## config.mk

```make
export PLATFORM = sky130hd
export DESIGN_NAME = req_lru_arbiter
export DESIGN_NICKNAME = d
export VERILOG_FILES = /design/src/rtl/req_lru_arbiter.sv
export SDC_FILE = /design/constraint.sdc
export NUM_CORES = 1
export LEC_CHECK = 0
export CAP_MARGIN = 40
export CORE_AREA = 2 2 79 81
export DETAILED_ROUTE_END_ITERATION = 7
export DIE_AREA = 0 0 81 83
export GPL_TIMING_DRIVEN = 0
export PLACE_DENSITY = 0.84
export SLEW_MARGIN = 10
export SYNTH_ARGS = -nofsm -noshare
export SYNTH_HDL_FRONTEND = slang
export SYNTH_SLANG_ARGS = --single-unit
```

## constraint.sdc

```tcl
create_clock -name clk -period 5.05 [get_ports clk]
set_clock_uncertainty 0.15 [all_clocks]
set_input_delay 0.7575 -clock clk [delete_from_list [all_inputs] [get_ports clk]]
set_output_delay 0.7575 -clock clk [all_outputs]
set_load 0.05 [all_outputs]
```

## src/rtl/req_lru_arbiter.sv

```systemverilog
// LRU arbiter with a single registered output stage and optional burst locking.
// The winner of a completed beat/burst moves to the tail of the priority list.
module req_lru_arbiter #(
    parameter int NUM_REQ = 4,
    parameter int DATA_W  = 16,
    parameter bit LOCK_EN = 1'b1
) (
    input  logic                       clk,
    input  logic                       rst_n,
    input  logic [NUM_REQ-1:0]         req_valid_i,
    input  logic [NUM_REQ*DATA_W-1:0]  req_data_i,
    input  logic [NUM_REQ-1:0]         req_last_i,
    output logic [NUM_REQ-1:0]         req_ready_o,
    output logic                       out_valid_o,
    input  logic                       out_ready_i,
    output logic [DATA_W-1:0]          out_data_o,
    output logic                       out_last_o,
    output logic [$clog2(NUM_REQ)-1:0] out_src_o,
    output logic [NUM_REQ-1:0]         grant_o
);

    localparam int IW = $clog2(NUM_REQ);

    localparam logic [0:0] ST_IDLE   = 1'b0;
    localparam logic [0:0] ST_LOCKED = 1'b1;

    logic [IW-1:0]     order_q [NUM_REQ];
    logic [IW-1:0]     order_d [NUM_REQ];
    logic [0:0]        state_q, state_d;
    logic [IW-1:0]     owner_q, owner_d;
    logic              out_valid_q, out_valid_d;
    logic [DATA_W-1:0] out_data_q, out_data_d;
    logic              out_last_q, out_last_d;
    logic [IW-1:0]     out_src_q, out_src_d;

    logic               cand_vld;
    logic [IW-1:0]      cand_idx;
    logic [NUM_REQ-1:0] cand_oh;
    logic [DATA_W-1:0]  cand_data;
    logic               cand_last;
    logic               load;
    logic               accept;
    logic               hit;

    always_comb begin
        cand_vld  = 1'b0;
        cand_idx  = '0;
        cand_oh   = '0;
        cand_data = '0;
        cand_last = 1'b0;
        if (state_q == ST_LOCKED) begin
            cand_vld = req_valid_i[owner_q];
            cand_idx = owner_q;
        end else begin
            for (int unsigned k = 0; k < NUM_REQ; k++) begin
                if (!cand_vld && req_valid_i[order_q[k]]) begin
                    cand_vld = 1'b1;
                    cand_idx = order_q[k];
                end
            end
        end
        // No candidate may be presented while reset is held.
        cand_vld = cand_vld & rst_n;
        for (int unsigned i = 0; i < NUM_REQ; i++) begin
            if (IW'(i) == cand_idx) begin
                cand_oh[i] = cand_vld;
                cand_data  = req_data_i[i*DATA_W +: DATA_W];
                cand_last  = req_last_i[i];
            end
        end
    end

    assign load        = !out_valid_q || out_ready_i;
    assign accept      = load && cand_vld;
    assign req_ready_o = load ? cand_oh : '0;
    assign grant_o     = cand_oh;

    always_comb begin
        out_valid_d = out_valid_q;
        out_data_d  = out_data_q;
        out_last_d  = out_last_q;
        out_src_d   = out_src_q;
        state_d     = state_q;
        owner_d     = owner_q;
        order_d     = order_q;
        hit         = 1'b0;
        if (accept) begin
            out_valid_d = 1'b1;
            out_data_d  = cand_data;
            out_last_d  = cand_last;
            out_src_d   = cand_idx;
            if (LOCK_EN && !cand_last) begin
                state_d = ST_LOCKED;
                owner_d = cand_idx;
            end else begin
                state_d = ST_IDLE;
                // Winner goes to the tail; everything behind it moves up one slot.
                for (int unsigned k = 0; k < NUM_REQ - 1; k++) begin
                    if (order_q[k] == cand_idx) begin
                        hit = 1'b1;
                    end
                    if (hit) begin
                        order_d[k] = order_q[k+1];
                    end
                end
                order_d[NUM_REQ-1] = cand_idx;
            end
        end else if (load) begin
            out_valid_d = 1'b0;
        end
    end

    always_ff @(posedge clk) begin
        if (!rst_n) begin
            for (int unsigned k = 0; k < NUM_REQ; k++) begin
                order_q[k] <= IW'(k);
            end
            state_q     <= ST_IDLE;
            owner_q     <= '0;
            out_valid_q <= 1'b0;
            out_data_q  <= '0;
            out_last_q  <= 1'b0;
            out_src_q   <= '0;
        end else begin
            order_q     <= order_d;
            state_q     <= state_d;
            owner_q     <= owner_d;
            out_valid_q <= out_valid_d;
            out_data_q  <= out_data_d;
            out_last_q  <= out_last_d;
            out_src_q   <= out_src_d;
        end
    end

    assign out_valid_o = out_valid_q;
    assign out_data_o  = out_data_q;
    assign out_last_o  = out_last_q;
    assign out_src_o   = out_src_q;

endmodule

```

**Run 1: pin map**

Scale bar: 20 µm. Pins as bars across the die edge, other pins in grey.
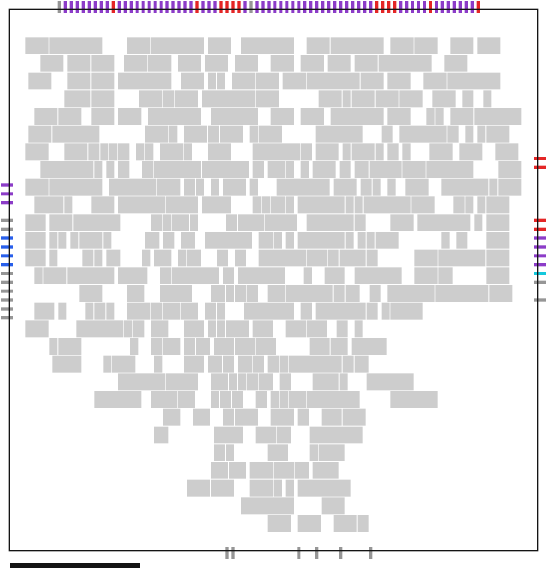
- req_data_i: purple (pins 64; direction input; edge 57 top, 4 right, 3 left)
- out_ready_i: cyan (pins 1; direction input; edge right)
- out_data_o: red (pins 16; direction output; edge 12 top, 4 right)
- req_ready_o: blue (pins 4; direction output; edge left)
- all pins by edge: 71 top, 15 left, 11 right, 6 bottom

**Run 1: zoomed window**

Region (51, 52) to (71, 72) µm. Cells in grey, sequential cells in the stronger grey; small squares are vias.
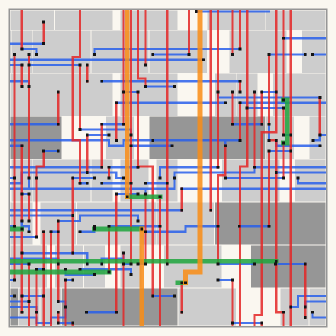
- M3: green
- M1: blue
- M4: orange
- M2: red
- netlist names of flops here include: out_data_o (4)
- sequential cells in the window: 4
- cells with their middle in the window: 39
- most frequent: clkdlybuf4s50_1 (12), nand2_1 (11), o21ai_0 (7)

==> design notes, run 1 <==
The run finished with clean final reports. The initial antenna violation count is 0. The run gives 27.1% for the proportion of synthesized chip area in sequential cells. The run gives 0 for the post-CTS setup-driven buffer insertion count.

For the worst-skew pair, the clock arrives at the later sink with an insertion delay of 0.29 ns. The run gives 1440 µW for the power consumed by combinational cells. The storage element area is 621 µm², and the transition time at the pin with the least slew margin is 0.544 ns. There are 31 flip-flops and latches. Per the layout area report, the sequential fraction of cell area is 17.8%. The launching point of the worst reg2reg path was order_q[5]$_SDFFE_PN0P_. In this run the most used layer during global routing was met2. The synthesized instance count is 257.

Dividing the detail-routed via count by the number of cells gives 5.49. In this run the core area contains 28 standard-cell rows. Looking at the group totals, the largest power group turns out to be combinational cells. The share of flip-flops with an asynchronous set or reset is 0%. The worst setup path is launched from a primary input. By count the netlist is led by nand2_1, dfxtp_1, o21ai_0, mux4_2, nor2_1.

The share of total power dissipated in combinational logic is 70.8%. The power per standard cell area came out at 585 nW/µm². Leaving out buffers and inverters, the combinational logic in the layout accounts for 1520 µm². Counting instances, the worst hold path has a depth of 2.

The number of endpoints failing setup at the final stage is 0. The tools report the total of clock buffers placed in the layout as 6. The kind of cell with the highest combined delay along the critical path is buffers and inverters.

The pin count of the biggest net entering global routing was 11. Per the detail_route report, the via count comes to 2414. The global-route track usage on met3 is 3.91%. The most used flip-flop cell after synthesis is dfxtp_1. Once layout is done, the placed cells without fillers occupy 3490 µm². The internal portion of the total power is 1050 µW. For met2 alone, demand over resource in global routing was 40.4%. Setup repair after global routing left no endpoint under its margin. 103 I/O pins were placed.

The synthesized netlist occupies a cell area of 2290 µm². According to the hold report, the worst path is of the reg2reg type. After detailed routing, the number of remaining DRC violations is 0.
**Run 1: cell area per tile**

8 x 8 tiles, from white (low) to dark blue (high), 0 to 100% covered.
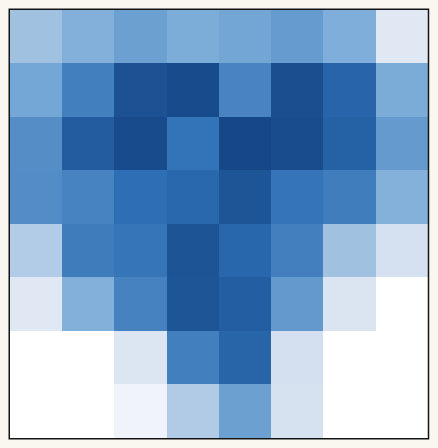
- fullest tile: 91%
- mean over tiles: 51%
- tiles over 75% full: 25%
- nearly empty tiles: 14%
- densest ninth of the die: middle

**Run 1: cell placement**

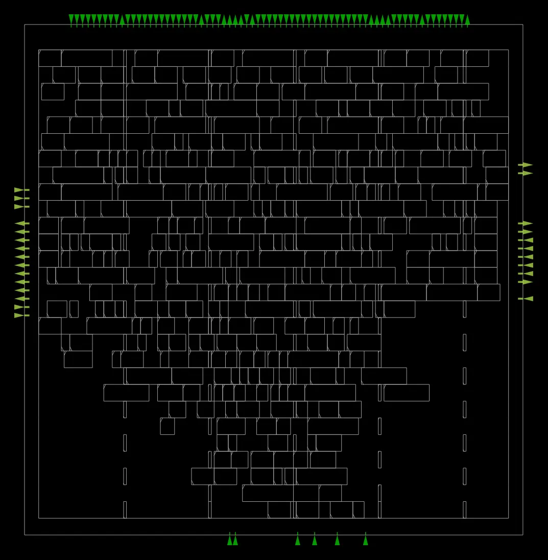

==> run 2: changes to the inputs <==
GPL_TIMING_DRIVEN = not set   (was 0)
**Run 2: cell placement**

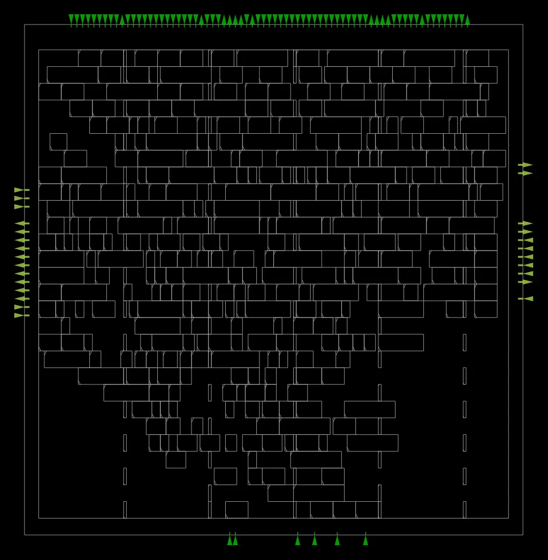
Final Instance Count excl. Fillers: 426
count of filler cells inserted in the layout: 491
flip-flop and latch share of the layout cell area: 18.0%
number of well taps: 75
standard cell core area: 5820 µm²

**Run 2: cell area per tile**

8 x 8 tiles, from white (low) to dark blue (high), 0 to 100% covered.
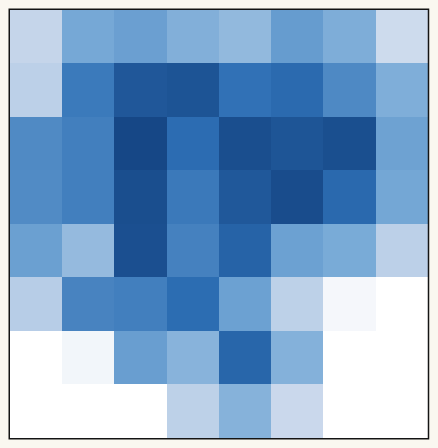
- mean over tiles: 50%
- densest ninth of the die: middle
- nearly empty tiles: 14%

**Run 2: pin map**

Scale bar: 20 µm. Pins as bars across the die edge, other pins in grey.
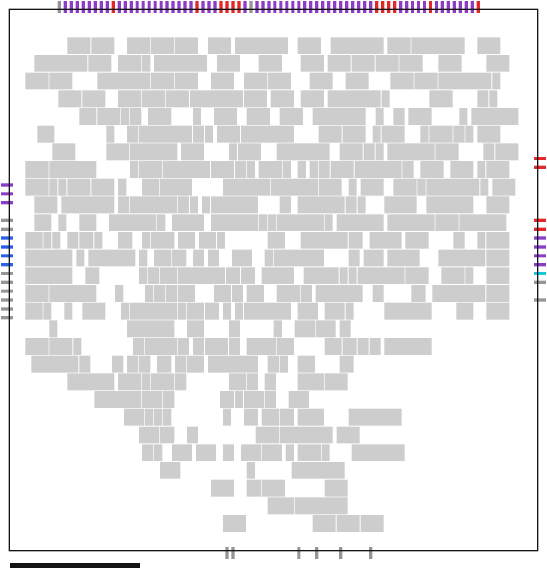
- out_data_o: red (pins 16; direction output; edge 12 top, 4 right)
- req_data_i: purple (pins 64; direction input; edge 57 top, 4 right, 3 left)
- req_ready_o: blue (pins 4; direction output; edge left)
- out_ready_i: cyan (pins 1; direction input; edge right)
- all pins by edge: 71 top, 15 left, 11 right, 6 bottom
Horiz. Die Dim: 81 µm
number of buffer cells added on primary ports: 102
floorplan die height: 83 µm

==> run 2 against run 1 <==
Against the previous run:
- cell count fell by 3.2%
- synthesized cell count unchanged
- maximum frequency is 6.9% higher
- non-clock buffer count fell by 15
- combinational power decreased by 6%
- clock power grew 5%
- wire length shrank 3.2%
- clock-buffer cell count increased by 2
- sequential power rose by 12%
- flip-flop count unchanged
- sequential share of layout area up 0.18 points
==> design notes, run 2 <==
The run finished with clean final reports. The area overhead of the layout relative to synthesis came out at 50.8% (was 52.4%). The global-route track usage on met3 came out at 3.59% (was 3.91%). The vias per cell came out at 5.53 (was 5.49).

The highest routed metal layer was met4 (unchanged). Standard cell with the maximum stage delay on the critical path: mux4_2 (unchanged). The run gives 48 (unchanged) as the count of different cell masters after synthesis.

The launching point of the worst reg2reg path is order_q[4]$_SDFFE_PN1P_ (was order_q[5]$_SDFFE_PN0P_). Proportion of synthesized chip area in sequential cells: 27.1% (unchanged). The tools report the post-route DRC violation count as 0 (unchanged). Classification of the worst-slack hold path: reg2reg (unchanged). Dominant cells by area after synthesis: dfxtp_1, mux4_2, nand2_1, o21ai_0, mux2i_1 (unchanged). The run gives 3.06% (unchanged) for the xor and xnor area share after synthesis. The most utilized layer in the global route result is met2 (unchanged). The share of final layout cell area taken by clock buffers and inverters was 2.90% (was 2.51%).

TritonCTS built the clock tree. For the clock latency reported for the late side of the worst-skew pair, the log shows 0.28 ns (was 0.29 ns). The tools report the wire length the detailed router placed on met1 as 2880 µm (was 2920 µm). The logs give 621 µm² (unchanged) for the storage element area and 0 (unchanged) for the number of endpoints failing setup at the final stage.

Synth top cells by count: nand2_1, dfxtp_1, o21ai_0, mux4_2, nor2_1 (unchanged). The run gives 0.555 ns (was 0.244 ns) for the final setup slack of the worst path. The count of cells resized by post-cts repair is 0 (was 4), and the TritonCTS buffer count is 5 (unchanged). The run gives 966 µW (was 987 µW) for the net switching power of the design. The tools report the number of failing hold endpoints at the final stage as 0 (unchanged).

The count of boundary I/O pins is 103 (unchanged). The layout inverter count without the clock tree came out at 10 (unchanged). The number of cells on the worst hold path is 2 (unchanged). The number of nets in the layout was 425 (was 440); the part of the power in registers was 21.9% (was 19.4%). Clock distribution power: 212 µW (was 201 µW).

With the overall via count from detail_route at 2356 (was 2414), the number of cell rows is 28 (unchanged). The number of synthesized flops with an enable pin was 0 (unchanged); the complex-gate fraction of the synthesized area was 19.5% (unchanged). The tools report the post-layout instance area as 3450 µm² (was 3490 µm²). Power per standard cell area: 585 nW/µm² (about the same).

The transition time at the pin with the least slew margin is 0.629 ns (was 0.544 ns), and the internal power of the cells is 1050 µW (about the same). With the initial antenna violation count at 0 (unchanged), the total met3 wirelength after detailed routing is 322 µm (was 412 µm). The share of flip-flops with an asynchronous set or reset works out to 0% (unchanged). Area taken by multi-input logic gates: 1520 µm² (about the same). The portion of netlist area occupied by mux cells works out to 26.2% (unchanged).

The logic gate share of total power was 67.6% (was 70.8%). The tools report the startpoint class of the critical path as a primary input (unchanged). Dominant kind of cell by area: combinational gates (unchanged).

The met2 capacity usage during global routing came out at 37.6% (was 40.4%). Flip-flop cell with the highest count after synthesis: dfxtp_1 (unchanged). The run gives 31 (unchanged) for the flip-flop and latch count.

The launch point of the worst hold path is out_data_o[0]$_SDFFE_PN0N_ (was out_last_o$_SDFFE_PN0N_). The launch point of the worst path was req_valid_i[3] (was req_valid_i[2]). The critical path data arrival time came out at 3.59 ns (was 3.90 ns). The synthesized instance count was 257 (unchanged). The end of the worst register-to-register path was out_data_o[3]$_SDFFE_PN0N_ (was order_q[3]$_SDFFE_PN1P_).

The logs give 0.000572 V (was 0.000401 V) for the peak ir drop on the vdd network and 59.4% (was 60.0%) for the utilization after layout. The delay of the slowest cell on the worst path came out at 0.61 ns (was 0.59 ns). The via count of the first global-routing pass is 2309 (was 2446). The power group with the largest share was combinational cells (unchanged). The tools report the post-synthesis cell area as 2290 µm² (unchanged). The count of antenna-violating nets left after detailed routing is 0 (unchanged).

The family with the most delay on the worst path is simple AND/OR/NAND/NOR gates (was buffers and inverters). Setup repair after global routing left no endpoint under its margin. Total of clock buffers placed in the layout: 8 (was 6).

Global placer's final weighted congestion: 0.937 (was 0.897). Category of the critical setup timing path: in2out (unchanged). The final global-route overflow total is 0 (unchanged). The total buffers and inverters traversed by the critical path came out at 2 (was 3). The run gives 27.1% (unchanged) for the fraction of synthesized cell area taken by the top area cell type. The count of non-CTS buffers in the layout is 106 (was 121).

The run gives 4 (was 5) for the first-pass iteration count of the detailed router. The flip-flop count of the largest register after layout works out to 16 (unchanged). With the power consumed by combinational cells at 1360 µW (was 1440 µW), the post-CTS setup-driven buffer insertion count is 0 (unchanged). The pin count of the biggest net entering global routing came out at 31 (was 11).

The run gives 126 (was 171) for the number of design-rule violations left by the first detailed-router iteration.
Power and IR drop assume default switching activity.
